--- src/rtl/zports_io_if.sv ---
// Z80 I/O-side bus of the internal port block: address/data/control in,
// decode hit and read-back data out.
interface zports_io_if;
   logic [15:0] a;
   logic [7:0]  din;
   logic        iorq_n;
   logic        rd_n;
   logic        wr_n;
   logic        m1_n;
   logic        porthit;
   logic [7:0]  dout;
   logic        dout_ena;

   modport master (
      output a, din, iorq_n, rd_n, wr_n, m1_n,
      input  porthit, dout, dout_ena
   );

   modport slave (
      input  a, din, iorq_n, rd_n, wr_n, m1_n,
      output porthit, dout, dout_ena
   );
endinterface

--- src/rtl/zports_io.sv ---
// Z80 internal I/O ports (#FE border, #7FFD paging with lock, #EFF7 config):
// async address decode plus fclk-synchronised read/write strobes.
module zports_io #(
   parameter bit EFF7_EN  = 1'b1,
   parameter int BORDER_W = 3
) (
   input  logic                fclk,
   input  logic                rst,
   zports_io_if.slave          bus,
   output logic                port_wr_stb,
   output logic                port_rd_stb,
   output logic [1:0]          port_sel,
   output logic [BORDER_W-1:0] border,
   output logic [7:0]          page7ffd,
   output logic [7:0]          peff7
);
   localparam logic [1:0] SEL_FE   = 2'd0;
   localparam logic [1:0] SEL_7FFD = 2'd1;
   localparam logic [1:0] SEL_EFF7 = 2'd2;
   localparam logic [1:0] SEL_NONE = 2'd3;

   logic       hit_fe;
   logic       hit_7ffd;
   logic       hit_eff7;
   logic       qwr;
   logic       qrd;
   logic [2:0] swr;
   logic [2:0] srd;
   logic       wr_edge;
   logic       rd_edge;
   logic [1:0] wr_id;
   logic [1:0] rd_id;

   assign hit_fe   = ~bus.a[0];
   assign hit_7ffd = (bus.a[15:14] == 2'b01) && (bus.a[7:0] == 8'hFD);
   assign hit_eff7 = EFF7_EN && (bus.a == 16'hEFF7);

   // #FE is write-only here; FE reads belong to the keyboard path.
   assign bus.porthit  = bus.m1_n & (hit_7ffd | hit_eff7 | (hit_fe & ~bus.wr_n));
   assign bus.dout     = hit_7ffd ? page7ffd : (hit_eff7 ? peff7 : 8'hFF);
   assign bus.dout_ena = ~bus.iorq_n & ~bus.rd_n & bus.m1_n & (hit_7ffd | hit_eff7);

   assign qwr = ~(bus.iorq_n | bus.wr_n | ~bus.m1_n);
   assign qrd = ~(bus.iorq_n | bus.rd_n | ~bus.m1_n);

   assign wr_edge = swr[1] & ~swr[2];
   assign rd_edge = srd[1] & ~srd[2];

   assign wr_id = hit_7ffd ? SEL_7FFD : (hit_eff7 ? SEL_EFF7 : (hit_fe ? SEL_FE : SEL_NONE));
   assign rd_id = hit_7ffd ? SEL_7FFD : (hit_eff7 ? SEL_EFF7 : SEL_NONE);

   // Chains reset to "active" so an access straddling reset release gives no edge.
   always_ff @(posedge fclk or posedge rst) begin
      if (rst) begin
         swr <= 3'b111;
         srd <= 3'b111;
      end else begin
         swr <= {swr[1:0], qwr};
         srd <= {srd[1:0], qrd};
      end
   end

   always_ff @(posedge fclk or posedge rst) begin
      if (rst) begin
         port_wr_stb <= 1'b0;
         port_rd_stb <= 1'b0;
         port_sel    <= SEL_NONE;
         border      <= '0;
         page7ffd    <= 8'h00;
         peff7       <= 8'h00;
      end else begin
         port_wr_stb <= 1'b0;
         port_rd_stb <= 1'b0;
         if (wr_edge) begin
            port_sel    <= wr_id;
            port_wr_stb <= (wr_id != SEL_NONE);
            case (wr_id)
               SEL_FE:   border <= bus.din[BORDER_W-1:0];
               SEL_7FFD: if (!page7ffd[5]) page7ffd <= bus.din;
               SEL_EFF7: peff7 <= bus.din;
               default:  ;
            endcase
         end else if (rd_edge) begin
            port_sel    <= rd_id;
            port_rd_stb <= (rd_id != SEL_NONE);
         end
      end
   end
endmodule

--- src/flat_wrapper.sv ---
// flat-port wrapper written by rule: the top's interface ports become plain ports
module zports_io_flat 
#(
   parameter bit EFF7_EN  = 1'b1,
   parameter int BORDER_W = 3
)
  (fclk, rst, port_wr_stb, port_rd_stb, port_sel, border, page7ffd, peff7, bus_a, bus_din, bus_iorq_n, bus_rd_n, bus_wr_n, bus_m1_n, bus_porthit, bus_dout, bus_dout_ena);
  zports_io_if bus_i ();
  input  logic fclk;
  input  logic rst;
  output logic port_wr_stb;
  output logic port_rd_stb;
  output logic [1:0] port_sel;
  output logic [BORDER_W-1:0] border;
  output logic [7:0] page7ffd;
  output logic [7:0] peff7;
  input wire logic [$bits(bus_i.a)-1:0] bus_a;
  input wire logic [$bits(bus_i.din)-1:0] bus_din;
  input wire logic [$bits(bus_i.iorq_n)-1:0] bus_iorq_n;
  input wire logic [$bits(bus_i.rd_n)-1:0] bus_rd_n;
  input wire logic [$bits(bus_i.wr_n)-1:0] bus_wr_n;
  input wire logic [$bits(bus_i.m1_n)-1:0] bus_m1_n;
  output wire logic [$bits(bus_i.porthit)-1:0] bus_porthit;
  output wire logic [$bits(bus_i.dout)-1:0] bus_dout;
  output wire logic [$bits(bus_i.dout_ena)-1:0] bus_dout_ena;
  assign bus_i.a = bus_a;
  assign bus_i.din = bus_din;
  assign bus_i.iorq_n = bus_iorq_n;
  assign bus_i.rd_n = bus_rd_n;
  assign bus_i.wr_n = bus_wr_n;
  assign bus_i.m1_n = bus_m1_n;
  assign bus_porthit = bus_i.porthit;
  assign bus_dout = bus_i.dout;
  assign bus_dout_ena = bus_i.dout_ena;
  zports_io #(.EFF7_EN(EFF7_EN), .BORDER_W(BORDER_W)) u_core (.fclk(fclk), .rst(rst), .bus(bus_i), .port_wr_stb(port_wr_stb), .port_rd_stb(port_rd_stb), .port_sel(port_sel), .border(border), .page7ffd(page7ffd), .peff7(peff7));
endmodule
--- config.mk ---
export PLATFORM = sky130hd
export DESIGN_NAME = zports_io_flat
export DESIGN_NICKNAME = d
export VERILOG_FILES = /design/src/rtl/zports_io_if.sv /design/src/rtl/zports_io.sv /design/src/flat_wrapper.sv
export SDC_FILE = /design/constraint.sdc
export NUM_CORES = 1
export LEC_CHECK = 0
export ABC_AREA = 1
export CAP_MARGIN = 20
export CORE_ASPECT_RATIO = 0.5
export CORE_MARGIN = 10
export CORE_UTILIZATION = 43
export DETAILED_ROUTE_END_ITERATION = 10
export GPL_ROUTABILITY_DRIVEN = 0
export PLACE_DENSITY = 0.8
export SYNTH_ARGS = -nofsm -noshare
export SYNTH_HDL_FRONTEND = slang
export SYNTH_SLANG_ARGS = --single-unit
export TNS_END_PERCENT = 20
--- constraint.sdc ---
create_clock -name fclk -period 1.9 [get_ports fclk]
set_clock_uncertainty 0.2 [all_clocks]
set_input_delay 0.285 -clock fclk [delete_from_list [all_inputs] [get_ports fclk]]
set_output_delay 0.285 -clock fclk [all_outputs]
set_load 0.01 [all_outputs]
wire_density.png
The die is cut into 21 by 12 equal tiles; black is low, pale yellow is high, scaled to the fullest tile. Values are wire area over tile area, all layers added.
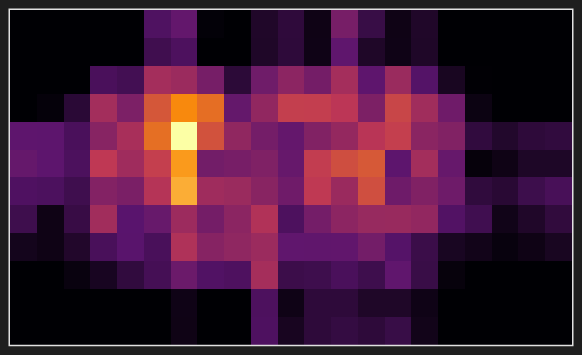
28% of the tiles are nearly empty. The fullest tile reaches 0.66. The mean over all tiles is 0.13.
DRT Wirelength: 5270 um
WL/cell: 14.7 um
total global-route track usage: 0.155

met1.png
Supply wires on this layer in grey.
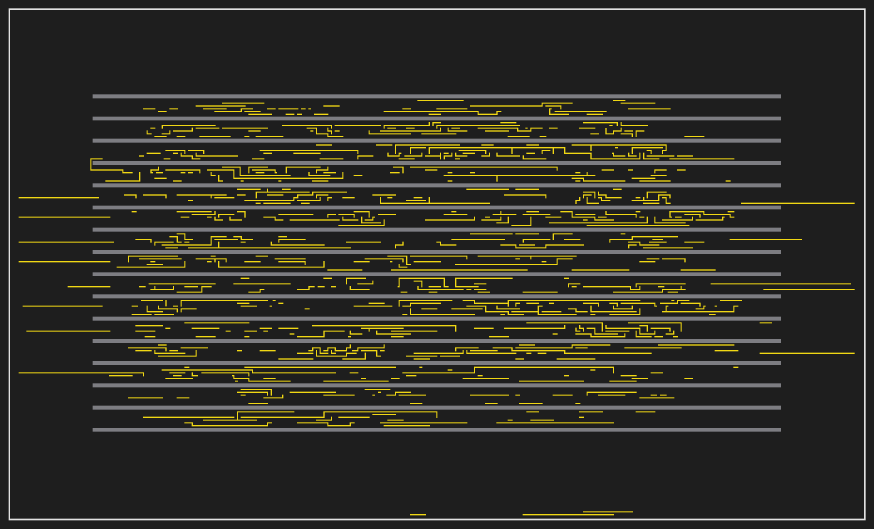
The longest straight run is 19.8 um. 314 nets have wire on it. The wires run mostly horizontal. The layer carries 2,070 um of wire.
via count: 1,691
met1 usage: 0.163

final_placement.png
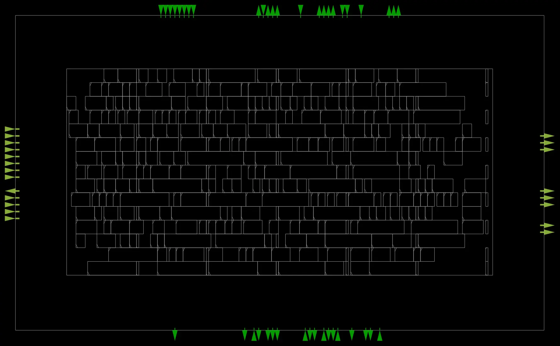
flop count: 29
Filler Cells Inserted: 230
flop share of the area: 0.277
n_taps: 51

cell_classes.png
The bar under the picture is 20 um long. Fill, decap, tap and diode cells in grey.
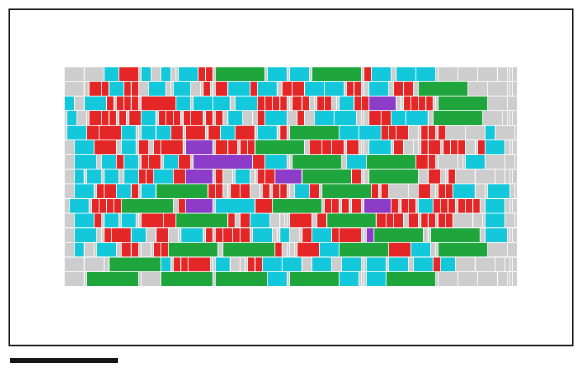
Key: purple = clock drivers and dummy loads [cells 8, share of their area 4.5%]; red = all other logic [cells 174, share of their area 33%]; green = flops [cells 29, share of their area 28%]; cyan = other buffers and delay cells [cells 97, share of their area 34%]

metal_stack.png
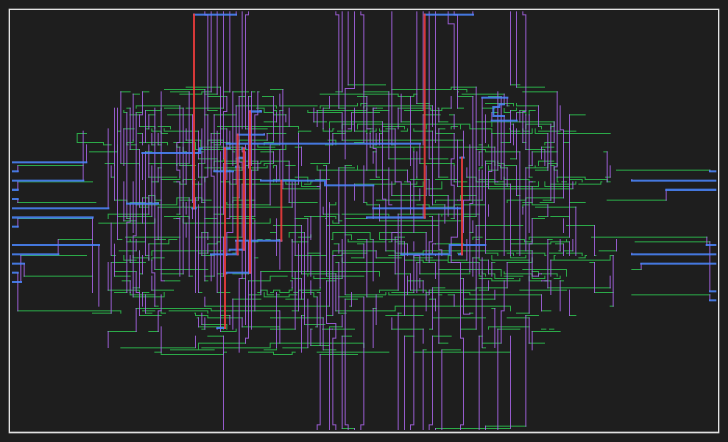
Key: green = met1 [wire length 2,070 um]; red = met4 [wire length 165 um]; blue = met3 [wire length 269 um]; purple = met2 [wire length 2,770 um]

==> run notes <==
flow finished, numbers: CTS Buf Count 5, Antenna Nets Post-Route 0, Commonest cells post-synth nand2_1, inv_1, dfrtp_1, nand3_1, nor2_1, H-Tree Depth 2, combinational share of cell area 0.266, root buf cell clkbuf_8, crit path capture type output pin, WP data required ~1.4 ns, Main synth FF type dfrtp_1, Fmax 529 MHz, Post-DP Area 0.00234 mm2, xor/xnor share 0, IO Count 63, DRC errors left 0, Pwr Density 599 mW/mm2, status completed, Dominant comb cell simple AND/OR/NAND/NOR gates, final period utilization 0.994, Reg2Reg Setup Slack 0.26 ns, adder share 0, Comb gates 133, Registers, synthesis 29
Power figures rest on the tool's default switching activity, not on a simulated workload.
